===== src/rtl/player_move_ctrl_pkg.sv =====
// Shared VGA geometry, button bit positions and the per-axis step/clamp helper
// used by the sprite movement controller.
package player_move_ctrl_pkg;

  localparam int H_ACTIVE = 640;
  localparam int V_ACTIVE = 480;

  localparam int BTN_UP    = 3;
  localparam int BTN_DOWN  = 2;
  localparam int BTN_LEFT  = 1;
  localparam int BTN_RIGHT = 0;

  typedef logic [9:0] coord_t;

  // One frame step on one axis; widened to 11 bits so pos+step cannot wrap
  // before the clamp. Opposite directions held together cancel.
  function automatic coord_t step_axis(input coord_t pos, input logic inc,
                                       input logic dec, input logic [10:0] step,
                                       input logic [10:0] max_pos);
    logic [10:0] wide;
    logic [10:0] res;
    wide = {1'b0, pos};
    res  = wide;
    if (inc && !dec) begin
      res = wide + step;
      if (res > max_pos) res = max_pos;
    end else if (dec && !inc) begin
      res = (wide < step) ? 11'd0 : (wide - step);
    end
    return coord_t'(res);
  endfunction

endpackage


===== src/rtl/player_move_ctrl_button_debounce.sv =====
// Two-flop synchroniser plus hold-time debouncer for one raw pushbutton.
module button_debounce #(
  parameter int DEBOUNCE_CYCLES = 250000
) (
  input  logic Master_Clock_In,
  input  logic Reset_N_In,
  input  logic Btn_In,
  output logic Btn_Out
);

  localparam int CNT_W = (DEBOUNCE_CYCLES > 1) ? $clog2(DEBOUNCE_CYCLES) : 1;
  localparam logic [CNT_W-1:0] CNT_LAST = CNT_W'(DEBOUNCE_CYCLES - 1);

  logic [1:0]       sync_q, sync_d;
  logic [CNT_W-1:0] cnt_q, cnt_d;
  logic             btn_q, btn_d;

  // The count restarts whenever the synced level agrees with the output, so
  // any glitch shorter than the hold period never reaches the output.
  always_comb begin
    sync_d = {sync_q[0], Btn_In};
    cnt_d  = '0;
    btn_d  = btn_q;
    if (sync_q[1] != btn_q) begin
      if (cnt_q == CNT_LAST) begin
        btn_d = sync_q[1];
      end else begin
        cnt_d = cnt_q + CNT_W'(1);
      end
    end
  end

  always_ff @(posedge Master_Clock_In or negedge Reset_N_In) begin
    if (!Reset_N_In) begin
      sync_q <= '0;
      cnt_q  <= '0;
      btn_q  <= 1'b0;
    end else begin
      sync_q <= sync_d;
      cnt_q  <= cnt_d;
      btn_q  <= btn_d;
    end
  end

  assign Btn_Out = btn_q;

endmodule


===== src/rtl/player_move_ctrl.sv =====
// Sprite movement controller: debounced buttons move the sprite once per frame
// during vertical blanking, clamped so it stays fully on the visible area.
module player_move_ctrl #(
  parameter int DEBOUNCE_CYCLES = 250000,
  parameter int STEP            = 4,
  parameter int H_ACTIVE        = player_move_ctrl_pkg::H_ACTIVE,
  parameter int V_ACTIVE        = player_move_ctrl_pkg::V_ACTIVE,
  parameter int SPRITE_W        = 32,
  parameter int SPRITE_H        = 32,
  parameter int X_INIT          = 304,
  parameter int Y_INIT          = 224
) (
  input  logic       Master_Clock_In,
  input  logic       Reset_N_In,
  input  logic       Up,
  input  logic       Down,
  input  logic       Left,
  input  logic       Right,
  input  logic [9:0] Val_Col_In,
  input  logic [9:0] Val_Row_In,
  output logic [9:0] Pos_X_Out,
  output logic [9:0] Pos_Y_Out,
  output logic       Moving_Out,
  output logic [3:0] Btn_State_Out
);
  import player_move_ctrl_pkg::*;

  localparam logic [10:0] MAX_X  = 11'(H_ACTIVE - SPRITE_W);
  localparam logic [10:0] MAX_Y  = 11'(V_ACTIVE - SPRITE_H);
  localparam logic [10:0] STEP_W = 11'(STEP);

  logic [3:0] btn_raw;
  logic [3:0] btn_db;

  assign btn_raw[BTN_UP]    = Up;
  assign btn_raw[BTN_DOWN]  = Down;
  assign btn_raw[BTN_LEFT]  = Left;
  assign btn_raw[BTN_RIGHT] = Right;

  for (genvar i = 0; i < 4; i++) begin : g_db
    button_debounce #(.DEBOUNCE_CYCLES(DEBOUNCE_CYCLES)) u_db (
      .Master_Clock_In (Master_Clock_In),
      .Reset_N_In      (Reset_N_In),
      .Btn_In          (btn_raw[i]),
      .Btn_Out         (btn_db[i])
    );
  end

  logic   tick_q, tick_d;
  coord_t pos_x_q, pos_x_d;
  coord_t pos_y_q, pos_y_d;
  logic   moving_q, moving_d;

  // First blanking line at column 0 happens once per frame; the update follows
  // one cycle later so the position never changes inside the active picture.
  always_comb begin
    tick_d   = (Val_Row_In == 10'(V_ACTIVE)) && (Val_Col_In == 10'd0);
    pos_x_d  = pos_x_q;
    pos_y_d  = pos_y_q;
    moving_d = moving_q;
    if (tick_q) begin
      pos_x_d  = step_axis(pos_x_q, btn_db[BTN_RIGHT], btn_db[BTN_LEFT], STEP_W, MAX_X);
      pos_y_d  = step_axis(pos_y_q, btn_db[BTN_DOWN], btn_db[BTN_UP], STEP_W, MAX_Y);
      moving_d = (pos_x_d != pos_x_q) || (pos_y_d != pos_y_q);
    end
  end

  always_ff @(posedge Master_Clock_In or negedge Reset_N_In) begin
    if (!Reset_N_In) begin
      tick_q   <= 1'b0;
      pos_x_q  <= coord_t'(X_INIT);
      pos_y_q  <= coord_t'(Y_INIT);
      moving_q <= 1'b0;
    end else begin
      tick_q   <= tick_d;
      pos_x_q  <= pos_x_d;
      pos_y_q  <= pos_y_d;
      moving_q <= moving_d;
    end
  end

  assign Pos_X_Out     = pos_x_q;
  assign Pos_Y_Out     = pos_y_q;
  assign Moving_Out    = moving_q;
  assign Btn_State_Out = btn_db;

endmodule


===== config.mk =====
export PLATFORM = sky130hd
export DESIGN_NAME = player_move_ctrl
export DESIGN_NICKNAME = d
export VERILOG_FILES = /design/src/rtl/player_move_ctrl_pkg.sv /design/src/rtl/player_move_ctrl_button_debounce.sv /design/src/rtl/player_move_ctrl.sv
export SDC_FILE = /design/constraint.sdc
export NUM_CORES = 1
export LEC_CHECK = 0
export CAP_MARGIN = 0
export CORE_MARGIN = 2
export CORE_UTILIZATION = 45
export CTS_CLUSTER_SIZE = 28
export DETAILED_ROUTE_END_ITERATION = 16
export GPL_TIMING_DRIVEN = 0
export PLACE_DENSITY = 0.6
export RECOVER_POWER = 25
export REMOVE_ABC_BUFFERS = 1
export SETUP_SLACK_MARGIN = 0.5
export SYNTH_ARGS = -nofsm -noshare
export SYNTH_HDL_FRONTEND = slang
export SYNTH_HIERARCHICAL = 1
export SYNTH_SLANG_ARGS = --single-unit

===== constraint.sdc =====
create_clock -name Master_Clock_In -period 5.13 [get_ports Master_Clock_In]
set_input_delay 1.539 -clock Master_Clock_In [delete_from_list [all_inputs] [get_ports Master_Clock_In]]
set_output_delay 1.539 -clock Master_Clock_In [all_outputs]
set_load 0.02 [all_outputs]

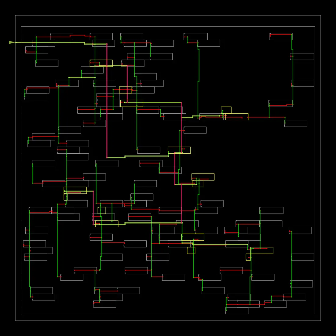
(run_1/final_clocks.png)
number of buffers inserted during clock tree synthesis: 9
source-to-sink clock delay at the later pin of the worst-skew pair: 360 ps
clock tree buffer count of the final layout: 11

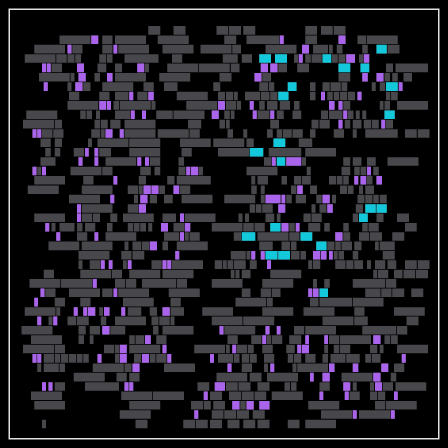
(run_1/gate_families.png)
[purple] NOR gates | cells: 161 | most used: nor2_1 | where: spread over the die
[cyan] AND-OR and OR-AND gates | cells: 23

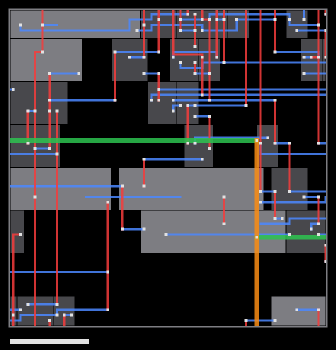
(run_1/zoom.png)
Bar = 5 um. Region (52, 77) to (72, 97) um. Cells in gray, sequential cells in the stronger gray; small squares are vias.
[red] met2
[orange] met4
[blue] met1
[green] met3
sequential cells in the window: 4
most frequent: dfrtp_1 (4), nand2_1 (4), o21ai_0 (3)
cells with their middle in the window: 22
netlist names of flops here include: Pos_Y_Out (2)

==> results.txt, run 1 <==
Purpose: to document the outcome of synthesis and place and route.

Detailed routing
The final route contains 5602 vias. The routed length on met3 is 667 um. The number of routed nets with antenna violations is 0. The script logs the mean routed wire length per placed instance as 16.0 um.

Layout
The utilization after layout is 52.5%. The most common logic cells in the final layout are sky130_fd_sc_hd__dfrtp_1, sky130_fd_sc_hd__nor2_1, sky130_fd_sc_hd__nand2_1. g_db.u_db/cnt_q holds more flip-flops than any other register. The area growth from synthesis to layout is 12.9%.

The register with the most flip-flops in the layout has 72 of them. Cells with a size suffix above 1 make up 8.46% of the layout. At the end of the flow, the number of nets in the layout was 776.

Floorplan
For this design the top-level I/O count stands at 51. The chip occupies 15400 sq um. In this run the horizontal extent of the chip is 124 um. The starting density of the core is 46.5%.

Timing
The worst path meets setup with 1790 ps of slack. Setup total negative slack on the finished layout was measured at 0 ps. The minimum clock period after layout is 3340 ps. Setup repair after global routing left no endpoint under its margin. Counting pins that exceed their max-slew limit in the final report gives 41. The worst-case headroom to the max-slew limit is -55.1%.

The worst-case clock skew is 7.50 ps.

Pwr
The worst supply voltage drop on vdd is 0.000150 V. Summing internal, switching and leakage power gives 1600 uW. The share of total power in the clock network is 42.5%. The power dissipated by switching net loads is 376 uW. Of the total power, combinational logic draws 4.0%.

The switching share of total power is 23.4%. Power attributed to sequential cells is 857 uW. The biggest slice of the total power is consumed by sequential cells. The power consumed by combinational cells is 64.7 uW.

Critical path
The capture instance of the worst register-to-register path is Moving_Out$_DFFE_PN0P_. Along the worst path, the maximum fanout reaches 19. Per STA, the worst path is made up of clkdlybuf4s50_1.

Looking at the reg2reg group, the worst path starts from Pos_X_Out[3]$_DFFE_PN0P_. The critical path endpoint is Pos_X_Out[6]. The worst setup path is launched from a register. STA puts the critical path data required time at 3590 ps.

Global route
Overall routing resource usage recorded by global route was 19.8%. The final global-route overflow total is 0. The largest net degree at the start of global routing is 67.

Clock network
The report lists the number of cells resized after CTS as 0. The clock tree from TritonCTS is built. The CTS root buffer is sky130_fd_sc_hd__clkbuf_16. On the reported timing paths, the clock transition at the registers reads 70 ps.

Counting along the longest clock path gives a buffer depth of 2. Per the repair_timing log after CTS, setup buffers inserted total 0.

Logic synthesis
The count of synthesis-stage warnings from yosys is 6. The area fraction in full adders, half adders and majority gates is 1.92%. The share of synthesized area spent on multiplexers is 1.00%. The combinational family with the most area after synthesis is simple AND/OR/NAND/NOR gates.

The synthesized design devotes to its leading area cell type 38.5% of total area. The post-synthesis area per instance is 9.07 sq um. The most common cell in the synthesized netlist is sky130_fd_sc_hd__dfrtp_1. The tally of unique sky130hd cells used after synthesis is 75. The synthesis report names the predominant flop master as sky130_fd_sc_hd__dfrtp_1. The synthesis run shows the most used standard cells to be sky130_fd_sc_hd__dfrtp_1, sky130_fd_sc_hd__nor2_1, sky130_fd_sc_hd__nand2_1, sky130_fd_sc_hd__xnor2_1.

Hold path
The report gives the cell count of the worst hold path as 0. The min-delay analysis places its worst path in the category register to register. In the hold report, the worst path ends at g_db[0].u_db/sync_q[1]$_DFF_PN0_.

The origin of the worst min-delay path is g_db[0].u_db/sync_q[0]$_DFF_PN0_.

Placed design
Per the gpl log, the routability congestion estimate is 0.879. The count of port buffers added during placement is 50.

Run status
The run finished, with violations left. The checks that failed: capacitance limit, slew limit.

Run
Max-cap violations in this run came to 1.
[run 1: stage by stage]
stage,instances,area [sq um]
floorplan,678,6310
global placement,908,7040
detailed placement,909,7060
CTS,925,7350
global route,925,7340
finish,925,7340
[run 1: cell type report]
class	count	area (sq um)
fillers	1303	6640
flip-flops and latches	106	2660
inverters	17	63.8
clock inverters	5	45.0
well taps	180	225
multi-input cells	555	3590
clock buffers	11	243
repair buffers	51	522
[run 1: routing by layer]
| layer | GRT usage [%] | up-vias |
|---|---|---|
| met5 | 0 | - |
| met4 | 4.76 | 0 |
| met3 | 4.13 | 17 |
| met2 | 31.1 | 156 |
| met1 | 28.1 | 2754 |
| li1 | - | 2675 |
==> run_1/wire_density.png <==
The die is cut into 25 by 25 equal tiles; white is low, dark blue is high, scaled to the fullest tile. Values are wire area over tile area, all layers added.
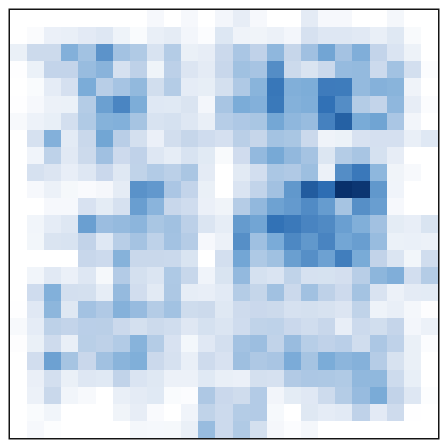

==> inputs of run 2 (changes only) <==
--- a/config.mk
+++ b/config.mk
@@ -11,7 +11,7 @@
 export CTS_CLUSTER_SIZE = 28
 export DETAILED_ROUTE_END_ITERATION = 16
 export GPL_TIMING_DRIVEN = 0
-export PLACE_DENSITY = 0.6
+export PLACE_DENSITY = 0.63
 export RECOVER_POWER = 25
 export REMOVE_ABC_BUFFERS = 1
 export SETUP_SLACK_MARGIN = 0.5
==> constraint.sdc (replaced) <==
create_clock -name Master_Clock_In -period 3 [get_ports Master_Clock_In]
set_input_delay 0.9 -clock Master_Clock_In [delete_from_list [all_inputs] [get_ports Master_Clock_In]]
set_output_delay 0.9 -clock Master_Clock_In [all_outputs]
set_load 0.02 [all_outputs]
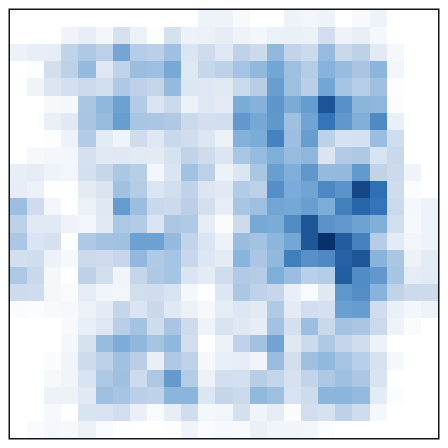
(run_2/wire_density.png)
The die is cut into 25 by 25 equal tiles; white is low, dark blue is high, scaled to the fullest tile. Values are wire area over tile area, all layers added.
emptiest ninth of the die: lower left
tiles over half the peak: 10%
nearly empty tiles: 17%
mean over tiles: 0.16
densest ninth of the die: middle right
routed vias: 5786
WL/cell: 16.0 um
Post-Route WL: 15.4 mm

==> results.txt, run 2 <==
Purpose: to document the outcome of synthesis and place and route.

Floorplan
Measured along the y axis, the die boundary spans 124 um. The placeable core region is 14000 sq um. For this configuration, the core starts out at a cell density of 46.5%. The well-tap cell count is 180. The number of placement rows is 43. The die is 124 um wide. The I/O pin total is 51. The full die area is 15400 sq um.

Logic synthesis
The synthesized design spends more area on one cell type than any other, namely sky130_fd_sc_hd__dfrtp_1. Per Yosys stat, the portion of area used by sequential elements is 40.9%. The most common cell in the synthesized netlist is sky130_fd_sc_hd__dfrtp_1.

Summing every instance area after synthesis gives 6510 sq um. The commonest register cell is sky130_fd_sc_hd__dfrtp_1. The synth_stat.txt file lists the number of cells as 717. The count of synthesis-stage warnings from yosys is 6. The top cell type's share of synthesized area is 38.5%.

The synthesized design contains 0 enable-type register cells. For reference, the post-synthesis area per instance comes to 9.07 sq um. The total cell area reported by yosys after synthesis is 6510 sq um. Synthesis instantiated 75 different standard cells from the library. The number of storage elements in the synthesis netlist is 106. The post-synthesis async set-or-reset flop share is 100%. The instance tally after logic synthesis is 717.

For reference, the top cells by count after synthesis are sky130_fd_sc_hd__dfrtp_1, sky130_fd_sc_hd__nor2_1, sky130_fd_sc_hd__nand2_1, sky130_fd_sc_hd__xnor2_1. Yosys attributes the largest share of cell area to sky130_fd_sc_hd__dfrtp_1, sky130_fd_sc_hd__xnor2_1, sky130_fd_sc_hd__nor2_1.

Critical path
The signal arrival time at the worst endpoint is 2880 ps. STA classifies the critical path endpoint as a register. The maximum net fanout on the critical path is 8. The startpoint of the most critical register-to-register path is Pos_X_Out[3]$_DFFE_PN0P_. The worst endpoint required time is 3240 ps. The capture instance of the worst register-to-register path is Moving_Out$_DFFE_PN0P_.

The startpoint kind of the worst setup timing path is a register. Among all stages on the critical path, the maximum delay recorded is 510 ps. The critical path ends at Moving_Out$_DFFE_PN0P_.

The script reports the combined buffer and inverter count of the critical path as 0. The largest delay contributor family on the critical path is AND-OR/OR-AND gates. Per STA, the worst path is made up of ha_4, or3b_4, and4b_2, a211o_1, o21a_1, o221ai_2, o211ai_1, o41a_1.

The start point of the critical path is Pos_X_Out[3]$_DFFE_PN0P_. The logic depth of the worst setup path including buffers is 8. The worst-case reg-to-reg setup slack stands at 360 ps. The cell type of the slowest stage on the worst timing path is sky130_fd_sc_hd__dfrtp_2. By startpoint and endpoint, the worst setup path is classified as register to register. Logic depth along the worst register-to-register path is recorded as 8.

Detailed routing
Once iteration 0 of detailed routing completed, the report listed 711 DRC markers. Per the post-route antenna check, the number of violating nets is 0. In the routed design, unresolved DRC markers number 0.

The first TritonRoute pass finished after 5 iterations. Dividing the detail-routed via count by the number of cells gives 6.02.

Layout
Summing all multi-input logic gate instances after layout gives 3780 sq um. The share of final-layout standard cells stronger than drive strength 1 is 18.3%. The post-synthesis to final-layout area growth is 21.2%. Across the whole layout, storage elements make up 33.9% of the cell area. After layout the signal buffers, clock cells excluded, come to 10.4% of cell area.

Summing all non-filler instances in the final layout gives an area of 7880 sq um. The count of sequential standard cells is 106. In the final layout, multi-input gates take up 47.9% of the cell area. The top cell types in the final layout, fill and taps aside, are sky130_fd_sc_hd__nor2_1, sky130_fd_sc_hd__dfrtp_1, sky130_fd_sc_hd__nand2_1. The final antenna diode tally reported by the flow is 0.

The most area-hungry cell class in the final design is multi-input combinational cells. In the final layout, excluding clock buffers the buffer count is 87. The library cell used most frequently in the layout, excluding fill and tap cells, is sky130_fd_sc_hd__nor2_1. Per the layout report, the design carries 1271 filler cells. The layout report lists the clock-cell share of area as 4.14%. The area used by sequential logic in the layout is 2670 sq um. The number of flip-flops under the largest register name is 72. 555 cells are multi-input combinational gates. At the end of the flow the core is filled with cells to 56.4%. The number of ordinary inverters in the final layout is 17. The clock buffer count is 9. The count of cells in the finished layout, fillers not included, comes to 961.

The top register by number of flip-flops is g_db.u_db/cnt_q. The total number of nets in the final design is 812.

Timing
The worst-margin pin slew is 1380 ps. The final count of hold timing violations is 0. Per the slew report, the remaining headroom to the max-slew limit stands at 8.13%. Per the final report, max-transition violations number 0.

The final cycle utilization of the critical path is 87.9%. Setup slack closes at 363 ps. The minimum clock period after layout is 2640 ps. Setup repair after global routing could not meet its margin everywhere. The most critical hold endpoint after final layout shows a slack of 349 ps.

Summed over all failing endpoints, the final setup total negative slack is 0 ps. The final setup violation count is 0. The top achievable clock speed is 0.379 GHz. The worst-case clock skew is 8.14 ps.

Global route
The number of global-route vias before repair is 5206. The global-route wire length before repair is 25.2 mm. Per the GRT congestion report, total overflow comes to 0.

Entering global routing, the biggest net connects 56 pins. Global routing used 19.3% of the available tracks. The number of antenna violations at the first check in global routing is 0.

Pwr
The power consumed by combinational cells is 113 uW. The overall power of the completed layout is 2870 uW. The switching component of the power was reported as 631 uW. The report lists the power per cell area as 364 nW/um^2. The dominant power group in this design is sequential cells. The power report attributes to the sequential group a share of 51.1%.

The switching share of total power is 22.0%. The flow reports power dissipated in sequential cells as 1470 uW. In this run, the clock network consumes 44.9% of the power. The analysis attributes to cell leakage a power of 0.00311 uW.

IR analysis of the VDD net gives a maximum drop of 0.000275 V. The internal power summed over all cells is 2240 uW. The logic gate share of total power is 4.0%. Summed over the clock group, the power is 1290 uW.

Placed design
At the placement stage, the worst setup path has a slack of -135 ps. The final estimated routing congestion in global placement is 0.881. The placed standard-cell area is 7060 sq um.

The count of port buffers added during placement is 50. The HPWL reported at the end of detailed placement is 9.96 mm. The detailed placer reported the number of placed instances as 909.

Run status
The run finished with clean final reports.

Clock network
The clock tree from TritonCTS is built. The post-cts hold buffer count is 0. Buffers inserted during clock tree synthesis total 9.

The total number of clock tree sinks is 106. The H-tree was split into 3 levels. The clock-pin slew reported for the worst setup and hold paths after clock tree synthesis is 70 ps. The CTS root buffer is sky130_fd_sc_hd__clkbuf_16. The later-pin clock latency in the skew report is 360 ps. The longest clock path from root to sink contains 2 buffers.

Run
Per the run summary, max-cap violations total 0. OpenROAD emitted warnings numbering 31.

Hold path
The worst hold path terminates at g_db[3].u_db/sync_q[1]$_DFF_PN0_. The most critical min-delay path falls under register to register. The launch point of the worst min-delay path is recorded as g_db[3].u_db/sync_q[0]$_DFF_PN0_.

The number of cells on the worst hold path is listed as 0.
## run 2: cell counts after synthesis
No cell type changed its count.
## run 2: kinds of logic after synthesis
| kind of cell | after synthesis | synth area share [%] |
|---|---|---|
| and+or+nand+nor | 348 | 29.1 |
| adders and majority gates | 10 | 1.92 |
| buffers and inverters | 56 | 4.00 |
| xor gates and xnor gates | 64 | 8.62 |
| AOI/OAI and AO/OA | 127 | 14.5 |
| DFF | 106 | 40.9 |
| muxes | 6 | 1.00 |
## run 2: routing by layer
layer	GRT usage [%]	up-vias	routed length [um]
met5	0	-	0
met2	30.0	176	7300
li1	-	2763	-
met1	27.3	2819	7070
met3	4.04	28	788
met4	5.95	0	261
## run 2: what timing repair did
item,in CTS,in global routing
setup endpoints to repair,30,62
buffers inserted,14,22
resized,28,41
pin swaps,2,18
==> run_2/gate_families.png <==
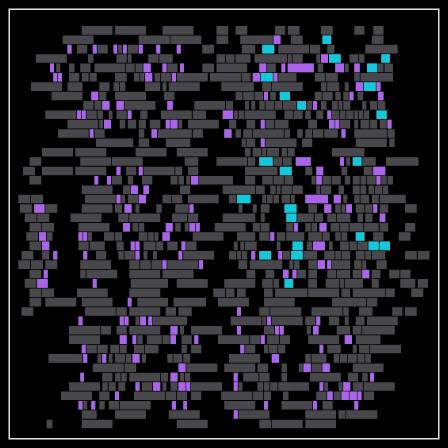

==> inputs of run 3 (changes only) <==
--- a/config.mk
+++ b/config.mk
@@ -6,12 +6,14 @@
 export NUM_CORES = 1
 export LEC_CHECK = 0
 export CAP_MARGIN = 0
+export CELL_PAD_IN_SITES_DETAIL_PLACEMENT = 1
+export CELL_PAD_IN_SITES_GLOBAL_PLACEMENT = 1
 export CORE_MARGIN = 2
-export CORE_UTILIZATION = 45
+export CORE_UTILIZATION = 41
 export CTS_CLUSTER_SIZE = 28
 export DETAILED_ROUTE_END_ITERATION = 16
 export GPL_TIMING_DRIVEN = 0
-export PLACE_DENSITY = 0.63
+export PLACE_DENSITY = 0.73
 export RECOVER_POWER = 25
 export REMOVE_ABC_BUFFERS = 1
 export SETUP_SLACK_MARGIN = 0.5
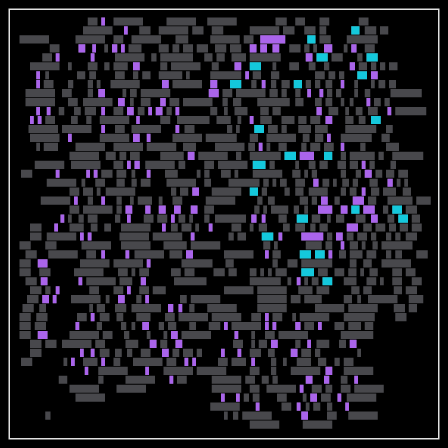
(run_3/gate_families.png)
[purple] NOR gates | cells: 161 | most used: nor2_1 | where: spread over the die
[cyan] AND-OR and OR-AND gates | cells: 23
most frequent logic cell in the layout: sky130_fd_sc_hd__nor2_1
fin cells: 993

==> results.txt, run 3 <==
Purpose: to document the outcome of synthesis and place and route.

Global route
The final global-route overflow total is 0. The number of antenna violations at the first check in global routing is 0. The number of global-route vias before repair is 5929. The met2 layer usage reported by global route is 35.0%. Global routing put the most usage on met2.

Run status
The flow ran to the end, and the final reports show no timing, DRC or antenna violations.

Detailed routing
The count of unresolved DRC violations after routing is 0. Detailed routing inserted a total of 5836 vias. The violation tally from detailed-route iteration zero is 400.

Critical path
The capture point of the worst register-to-register path is recorded as Moving_Out$_DFFE_PN0P_. On the critical path the largest part of the delay comes from simple AND/OR/NAND/NOR gates. The worst setup path is launched from a register.

The logic depth of the worst setup path including buffers is 9. The largest single stage delay on the critical path is 430 ps. Setup slack on the worst reg-to-reg path comes out at 410 ps. Among all stages on the critical path, the largest delay is contributed by sky130_fd_sc_hd__or4_1. According to the timing report, the data required time at the worst endpoint equals 3230 ps. The worst setup path is captured at a register.

Floorplan
The die covers 16900 sq um. For this floorplan the total number of well-tap instances is 216. At the floorplan stage, the core utilization is reported as 41.4%. The core region is 15700 sq um.

Timing
The final timing report lists a max-slew violation count of 0. For the pin with the worst max-slew slack, the measured transition is 1250 ps. The worst hold-check slack is 353 ps. After layout, the worst path uses 86.3% of the clock period. Setup repair after global routing could not meet its margin everywhere. For this run, the top clock speed supported by timing is 0.386 GHz. The final count of hold timing violations is 0.

The minimum clock period after layout is 2590 ps. Headroom to the max-slew limit came out at 16.8%.

Logic synthesis
The main area contributors are sky130_fd_sc_hd__dfrtp_1, sky130_fd_sc_hd__xnor2_1, sky130_fd_sc_hd__nor2_1. The number of cells in the yosys synthesis report is 717. The most common cell in the synthesized netlist is sky130_fd_sc_hd__dfrtp_1. The synthesized netlist has a Yosys-reported chip area of 6510 sq um.

Averaged over all synthesized cells, the footprint is 9.07 sq um. The synthesized design contains 0 enable-type register cells. The post-synthesis cell type with the largest combined area is sky130_fd_sc_hd__dfrtp_1. The share of synthesized area spent on multiplexers is 1.00%.

Synthesis produced 717 cells. The mapped netlist covers 6510 sq um.

Layout
Between the synthesized netlist and the finished layout, the area growth was recorded as 21.1%. The final cell area excluding filler cells is 7880 sq um. The area used by sequential logic in the layout is 2670 sq um. The combined area of the multi-input logic cells is 3790 sq um. The register share of the cell area is 33.9%. After the last flow step, the layout net total stands at 808. The layout report gives the multi-input gate share of total cell area as 48.2%.

The clock buffer count is 9. The most area-hungry cell class in the final design is multi-input combinational cells. According to the cell report, the number of logic gates is 555.

In the finished design the tool counted flip-flops and latches totalling 106.

Clock network
The clock tree from TritonCTS is built. The maximum level of the CTS H-tree is 3. The TritonCTS buffer count is 9.

Buffers added to address setup during post-CTS repair amount to 20. The post-CTS hold buffer count recorded in the log is 0.

Pwr
The worst supply voltage drop on vdd is 0.000268 V. The total sequential power is 1470 uW. The portion of total power attributed to sequential cells is 52.9%. Per the OpenROAD power report, leakage power amounts to 0.00310 uW. The power consumed by combinational cells is 120 uW. The switching share of total power is 24.6%. The share of total power in the clock network is 42.8%.

Hold path
The number of cells traversed by the worst hold path is 0. The type of the worst min-delay path is register to register.

Placed design
Per the detailed placement report, the placed cell area equals 7110 sq um. For this run the detailed placement stage logged an HPWL of 11.4 mm.

Run
In this run the tools logged warnings totalling 31.
## run 3: cell counts after synthesis
Identical to the previous run, type by type.
## run 3: routing by layer
layer,share of wire (%),routed length [um]
met2,49,8500
met5,0,0
met3,3.4,586
met4,1.5,260
met1,46,8120
## run 3: metrics by stage
stage	setup TNS [ps]	setup slack, ps	cells	power, uW
after floorplan	0	218	678	1530
after global placement	-319560	-3090	944	1600
after detailed placement	-263	-263	945	1610
after CTS	0	390	981	2810
after global routing	0	246	993	2880
final	0	411	993	2770
## run 3: cells by family (layout without fill, tap and decap cells)
kind of cell	Yosys count	in the layout
simple gates	348	348
mux	6	6
xor+xnor	64	64
buf+inv	56	116
fa+ha+maj	10	10
flops	106	106
compound gates	127	127
Power and IR drop assume default switching activity.
